===== src/rtl/dcache_pkg.sv =====
// Shared types and constants for the direct-mapped write-back L1 data cache.
package dcache_pkg;

  typedef enum logic [1:0] {
    IDLE      = 2'd0,
    WRITEBACK = 2'd1,
    ALLOCATE  = 2'd2
  } state_e;

  localparam int DEF_LINES  = 16;
  localparam int DEF_LINE_W = 256;
  localparam int DEF_ADDR_W = 32;
  localparam int OFFSET_W   = $clog2(DEF_LINE_W / 8);
  localparam int INDEX_W    = $clog2(DEF_LINES);
  localparam int TAG_W      = DEF_ADDR_W - INDEX_W - OFFSET_W;

  // Rebuild a line-aligned byte address from its tag and index fields.
  function automatic logic [31:0] line_addr(input logic [31:0] tag,
                                            input logic [31:0] index,
                                            input int          index_w,
                                            input int          offset_w);
    return (tag << (index_w + offset_w)) | (index << offset_w);
  endfunction

endpackage


===== src/rtl/dcache_array.sv =====
// Valid/dirty/tag/data storage: asynchronous read, synchronous write,
// flags cleared asynchronously by reset.
module dcache_array #(
  parameter int LINES  = 16,
  parameter int LINE_W = 256,
  parameter int TAG_W  = 23,
  parameter int IDX_W  = $clog2(LINES),
  parameter int WSEL_W = $clog2(LINE_W / 32)
) (
  input  logic              clk,
  input  logic              rst,
  input  logic [IDX_W-1:0]  idx,
  output logic              rd_valid,
  output logic              rd_dirty,
  output logic [TAG_W-1:0]  rd_tag,
  output logic [LINE_W-1:0] rd_line,
  input  logic              word_we,
  input  logic [WSEL_W-1:0] word_sel,
  input  logic [31:0]       word_data,
  input  logic              fill_we,
  input  logic [TAG_W-1:0]  fill_tag,
  input  logic [LINE_W-1:0] fill_line
);

  logic [LINES-1:0]  valid_r;
  logic [LINES-1:0]  dirty_r;
  logic [TAG_W-1:0]  tag_r  [LINES];
  logic [LINE_W-1:0] data_r [LINES];

  assign rd_valid = valid_r[idx];
  assign rd_dirty = dirty_r[idx];
  assign rd_tag   = tag_r[idx];
  assign rd_line  = data_r[idx];

  // Line flags: a refill makes a line valid and clean, a store hit makes it dirty
  always_ff @(posedge clk or posedge rst) begin
    if (rst) begin
      valid_r <= '0;
      dirty_r <= '0;
    end else if (fill_we) begin
      valid_r[idx] <= 1'b1;
      dirty_r[idx] <= 1'b0;
    end else if (word_we) begin
      dirty_r[idx] <= 1'b1;
    end
  end

  // Tag and data contents survive reset; only the flags say whether they mean anything
  always_ff @(posedge clk) begin
    if (fill_we) begin
      tag_r[idx]  <= fill_tag;
      data_r[idx] <= fill_line;
    end else if (word_we) begin
      data_r[idx][word_sel*32 +: 32] <= word_data;
    end
  end

endmodule


===== src/rtl/dcache_controller.sv =====
// Direct-mapped, write-back, write-allocate L1 data cache controller: hit logic
// and the IDLE/WRITEBACK/ALLOCATE miss FSM in front of a line-wide memory port.
module dcache_controller
  import dcache_pkg::*;
#(
  parameter int LINES  = DEF_LINES,
  parameter int LINE_W = DEF_LINE_W,
  parameter int ADDR_W = DEF_ADDR_W
) (
  input  logic              clk_i,
  input  logic              rst_i,
  input  logic              cpu_req_i,
  input  logic              cpu_we_i,
  input  logic [ADDR_W-1:0] cpu_addr_i,
  input  logic [31:0]       cpu_data_i,
  output logic [31:0]       cpu_data_o,
  output logic              cpu_stall_o,
  output logic              mem_req_o,
  output logic              mem_we_o,
  output logic [ADDR_W-1:0] mem_addr_o,
  output logic [LINE_W-1:0] mem_data_o,
  input  logic [LINE_W-1:0] mem_data_i,
  input  logic              mem_ack_i
);

  localparam int OFF_W  = $clog2(LINE_W / 8);
  localparam int IDX_W  = $clog2(LINES);
  localparam int WSEL_W = $clog2(LINE_W / 32);
  localparam int TAG_W_L = ADDR_W - IDX_W - OFF_W;

  state_e              state_r;
  state_e              state_nxt_s;
  logic [TAG_W_L-1:0]  lat_tag_r;
  logic [IDX_W-1:0]    lat_idx_r;

  logic [TAG_W_L-1:0]  cpu_tag_s;
  logic [IDX_W-1:0]    cpu_idx_s;
  logic [WSEL_W-1:0]   cpu_wsel_s;
  logic [IDX_W-1:0]    arr_idx_s;
  logic                rd_valid_s;
  logic                rd_dirty_s;
  logic [TAG_W_L-1:0]  rd_tag_s;
  logic [LINE_W-1:0]   rd_line_s;
  logic                req_s;
  logic                hit_s;
  logic                miss_s;
  logic                word_we_s;
  logic                fill_we_s;
  logic                unused_s;

  assign cpu_tag_s  = cpu_addr_i[ADDR_W-1 -: TAG_W_L];
  assign cpu_idx_s  = cpu_addr_i[OFF_W +: IDX_W];
  assign cpu_wsel_s = cpu_addr_i[2 +: WSEL_W];
  assign unused_s   = ^cpu_addr_i[1:0];

  // During a miss the array is steered by the latched address, not the CPU bus
  assign arr_idx_s = (state_r == IDLE) ? cpu_idx_s : lat_idx_r;
  assign req_s     = cpu_req_i & ~rst_i;
  assign hit_s     = req_s & (state_r == IDLE) & rd_valid_s & (rd_tag_s == cpu_tag_s);
  assign miss_s    = req_s & (state_r == IDLE) & ~hit_s;

  dcache_array #(
    .LINES  (LINES),
    .LINE_W (LINE_W),
    .TAG_W  (TAG_W_L),
    .IDX_W  (IDX_W),
    .WSEL_W (WSEL_W)
  ) u_array (
    .clk       (clk_i),
    .rst       (rst_i),
    .idx       (arr_idx_s),
    .rd_valid  (rd_valid_s),
    .rd_dirty  (rd_dirty_s),
    .rd_tag    (rd_tag_s),
    .rd_line   (rd_line_s),
    .word_we   (word_we_s),
    .word_sel  (cpu_wsel_s),
    .word_data (cpu_data_i),
    .fill_we   (fill_we_s),
    .fill_tag  (lat_tag_r),
    .fill_line (mem_data_i)
  );

  // State register plus the miss address captured when the miss is first seen
  always_ff @(posedge clk_i or posedge rst_i) begin
    if (rst_i) begin
      state_r   <= IDLE;
      lat_tag_r <= '0;
      lat_idx_r <= '0;
    end else begin
      state_r <= state_nxt_s;
      if (miss_s) begin
        lat_tag_r <= cpu_tag_s;
        lat_idx_r <= cpu_idx_s;
      end else begin
        lat_tag_r <= lat_tag_r;
        lat_idx_r <= lat_idx_r;
      end
    end
  end

  // Next-state logic; acks outside a transaction are ignored
  always_comb begin
    state_nxt_s = state_r;
    case (state_r)
      IDLE: begin
        if (miss_s) begin
          state_nxt_s = (rd_valid_s & rd_dirty_s) ? WRITEBACK : ALLOCATE;
        end else begin
          state_nxt_s = IDLE;
        end
      end
      WRITEBACK: begin
        if (mem_ack_i) begin
          state_nxt_s = ALLOCATE;
        end else begin
          state_nxt_s = WRITEBACK;
        end
      end
      ALLOCATE: begin
        if (mem_ack_i) begin
          state_nxt_s = IDLE;
        end else begin
          state_nxt_s = ALLOCATE;
        end
      end
      default: state_nxt_s = IDLE;
    endcase
  end

  // Outputs: CPU data/stall on the hit path, line transactions while missing
  always_comb begin
    cpu_data_o  = 32'd0;
    cpu_stall_o = 1'b0;
    mem_req_o   = 1'b0;
    mem_we_o    = 1'b0;
    mem_addr_o  = '0;
    mem_data_o  = '0;
    word_we_s   = 1'b0;
    fill_we_s   = 1'b0;
    case (state_r)
      IDLE: begin
        cpu_stall_o = miss_s;
        word_we_s   = hit_s & cpu_we_i;
        if (hit_s & ~cpu_we_i) begin
          cpu_data_o = rd_line_s[cpu_wsel_s*32 +: 32];
        end else begin
          cpu_data_o = 32'd0;
        end
      end
      WRITEBACK: begin
        cpu_stall_o = 1'b1;
        mem_req_o   = 1'b1;
        mem_we_o    = 1'b1;
        mem_addr_o  = line_addr(32'(rd_tag_s), 32'(lat_idx_r), IDX_W, OFF_W);
        mem_data_o  = rd_line_s;
      end
      ALLOCATE: begin
        cpu_stall_o = 1'b1;
        mem_req_o   = 1'b1;
        mem_addr_o  = line_addr(32'(lat_tag_r), 32'(lat_idx_r), IDX_W, OFF_W);
        fill_we_s   = mem_ack_i;
      end
      default: begin
        cpu_stall_o = 1'b0;
      end
    endcase
  end

endmodule


===== config.mk =====
export PLATFORM = sky130hd
export DESIGN_NAME = dcache_controller
export DESIGN_NICKNAME = d
export VERILOG_FILES = /design/src/rtl/dcache_pkg.sv /design/src/rtl/dcache_array.sv /design/src/rtl/dcache_controller.sv
export SDC_FILE = /design/constraint.sdc
export NUM_CORES = 2
export LEC_CHECK = 0
export ABC_AREA = 1
export CAP_MARGIN = 20
export CORE_ASPECT_RATIO = 1.75
export CORE_MARGIN = 2
export CORE_UTILIZATION = 35
export CTS_BUF_LIST = sky130_fd_sc_hd__clkbuf_8 sky130_fd_sc_hd__clkbuf_16
export CTS_CLUSTER_SIZE = 10
export DETAILED_ROUTE_END_ITERATION = 7
export REMOVE_ABC_BUFFERS = 1
export SKIP_CTS_REPAIR_TIMING = 1
export SYNTH_ARGS = -nofsm -noshare
export SYNTH_HDL_FRONTEND = slang
export SYNTH_MEMORY_MAX_BITS = 65536
export SYNTH_SLANG_ARGS = --single-unit

===== constraint.sdc =====
create_clock -name clk_i -period 10.1 [get_ports clk_i]
set_clock_uncertainty 0.1 [all_clocks]
set_input_delay 2.525 -clock clk_i [delete_from_list [all_inputs] [get_ports clk_i]]
set_output_delay 2.525 -clock clk_i [all_outputs]
set_load 0.05 [all_outputs]

### Track usage over the die

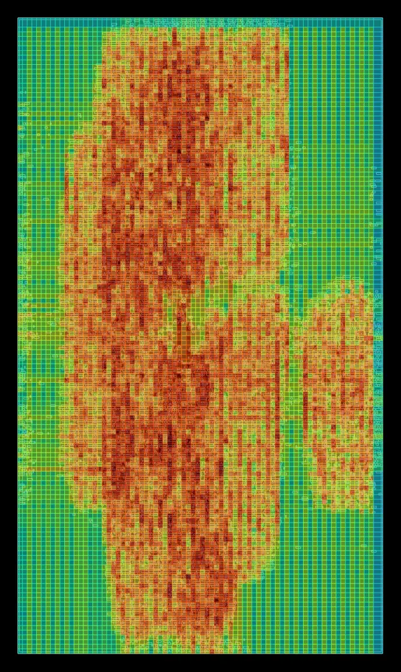
Total GRT Usage: 26.0%
met2 usage: 39.1%

### Routed clock nets over the placement

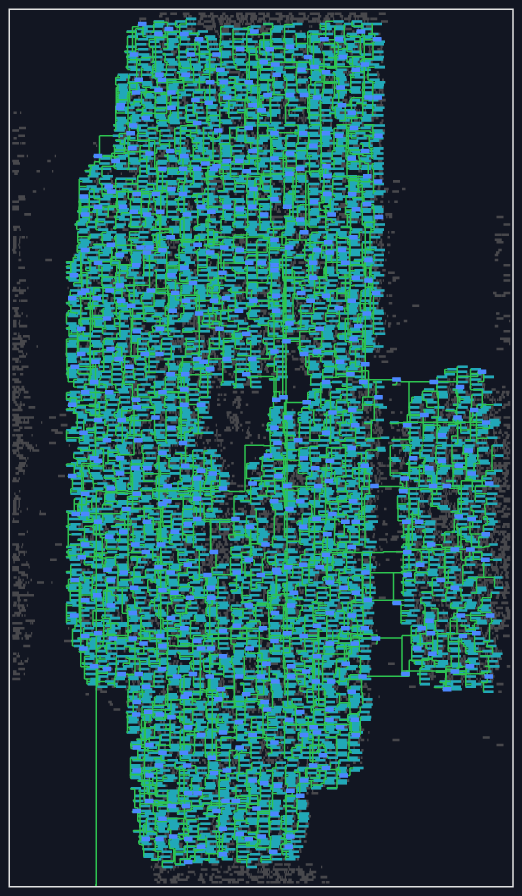
legend:
  clock wires:
    color: green
    length: 52.3 mm
  clock-net drivers:
    color: blue
    count: 528
  flip-flops:
    color: cyan
    count: 4,525
routed clock nets: 529
Late-Pin Clk Latency: 0.96 ns
Clock Power Share: 24.3%
Clock group: 16.8 mW

==> results_slide.txt <==
Implementation Results

Finish
  – #MultiIn Comb: 6,714
  – Biggest Area Class: sequential cells
  – Most instantiated logic cell after routing: edfxtp_1
  – Fin util: 42.4%

Logic synthesis
  – Cells after synthesis: 12,500
  – Leading area contributor after synthesis: edfxtp_1
  – Yosys Instances: 12,500
  – Register share after synthesis: 77.6%

Worst setup path
  – CP max stage delay: 0.50 ns
  – Worst flop-to-flop path endpoint: u_array.data_r[9][151]
  – Worst path slowest cell: clkdlybuf4s50_1
  – Worst Reg-to-Reg Cells: 22
  – CP delay by family, top: simple AND/OR/NAND/NOR gates

Power
  – Top Consumer: combinational logic
  – Sequential Power Share: 32.7%
  – Peak supply drop: 260 uV

Routing
  – Vias per cell: 5.95
  – DR top layer: met5
  – Vias after detailed routing: 121,000
  – DRC: 0
  – Met3 WL: 77,700 um
  – DRT antenna net count: 0

Outcome
  – Outcome: finished clean

Clocking
  – CTS buffer count: 528
  – H-Tree Depth: 6

GRT
  – Vias in the first global route: 110,000
  – Met3 usage in global routing: 6.10%
  – First-pass GRT wire length: 911,000 um

Floorplan
  – Die Span Y: 938 um
  – Core Rows: 343

STA
  – Slew Limit Fails: 0
  – Setup TNS: 0 ns
  – Final hold vios: 0
  – Hold WS: 0.356 ns
  – Slew @ Worst Pin: 1.27 ns
-- how the worst min path moves through the flow --
stage / cells past startpoint / slack [ns] / end / start
after floorplan: 2 / 0.33 / u_array.valid_r[10] / u_array.valid_r[10]
after global placement: 2 / 0.34 / u_array.valid_r[12] / u_array.valid_r[12]
after detailed placement: 2 / 0.35 / u_array.valid_r[14] / u_array.valid_r[14]
after CTS: 2 / 0.36 / u_array.valid_r[14] / u_array.valid_r[14]
after global routing: 2 / 0.38 / u_array.valid_r[5] / u_array.valid_r[5]
final: 2 / 0.36 / u_array.valid_r[14] / u_array.valid_r[14]
-- registers in the layout, summed over array words and instances (netlist names), named ones only --
register,cells
state_r,2
u_array.valid_r,16
u_array.tag_r,368
lat_idx_r,4
lat_tag_r,23
u_array.data_r,4096
No activity file was given, so power comes from the tool's default toggle rates.
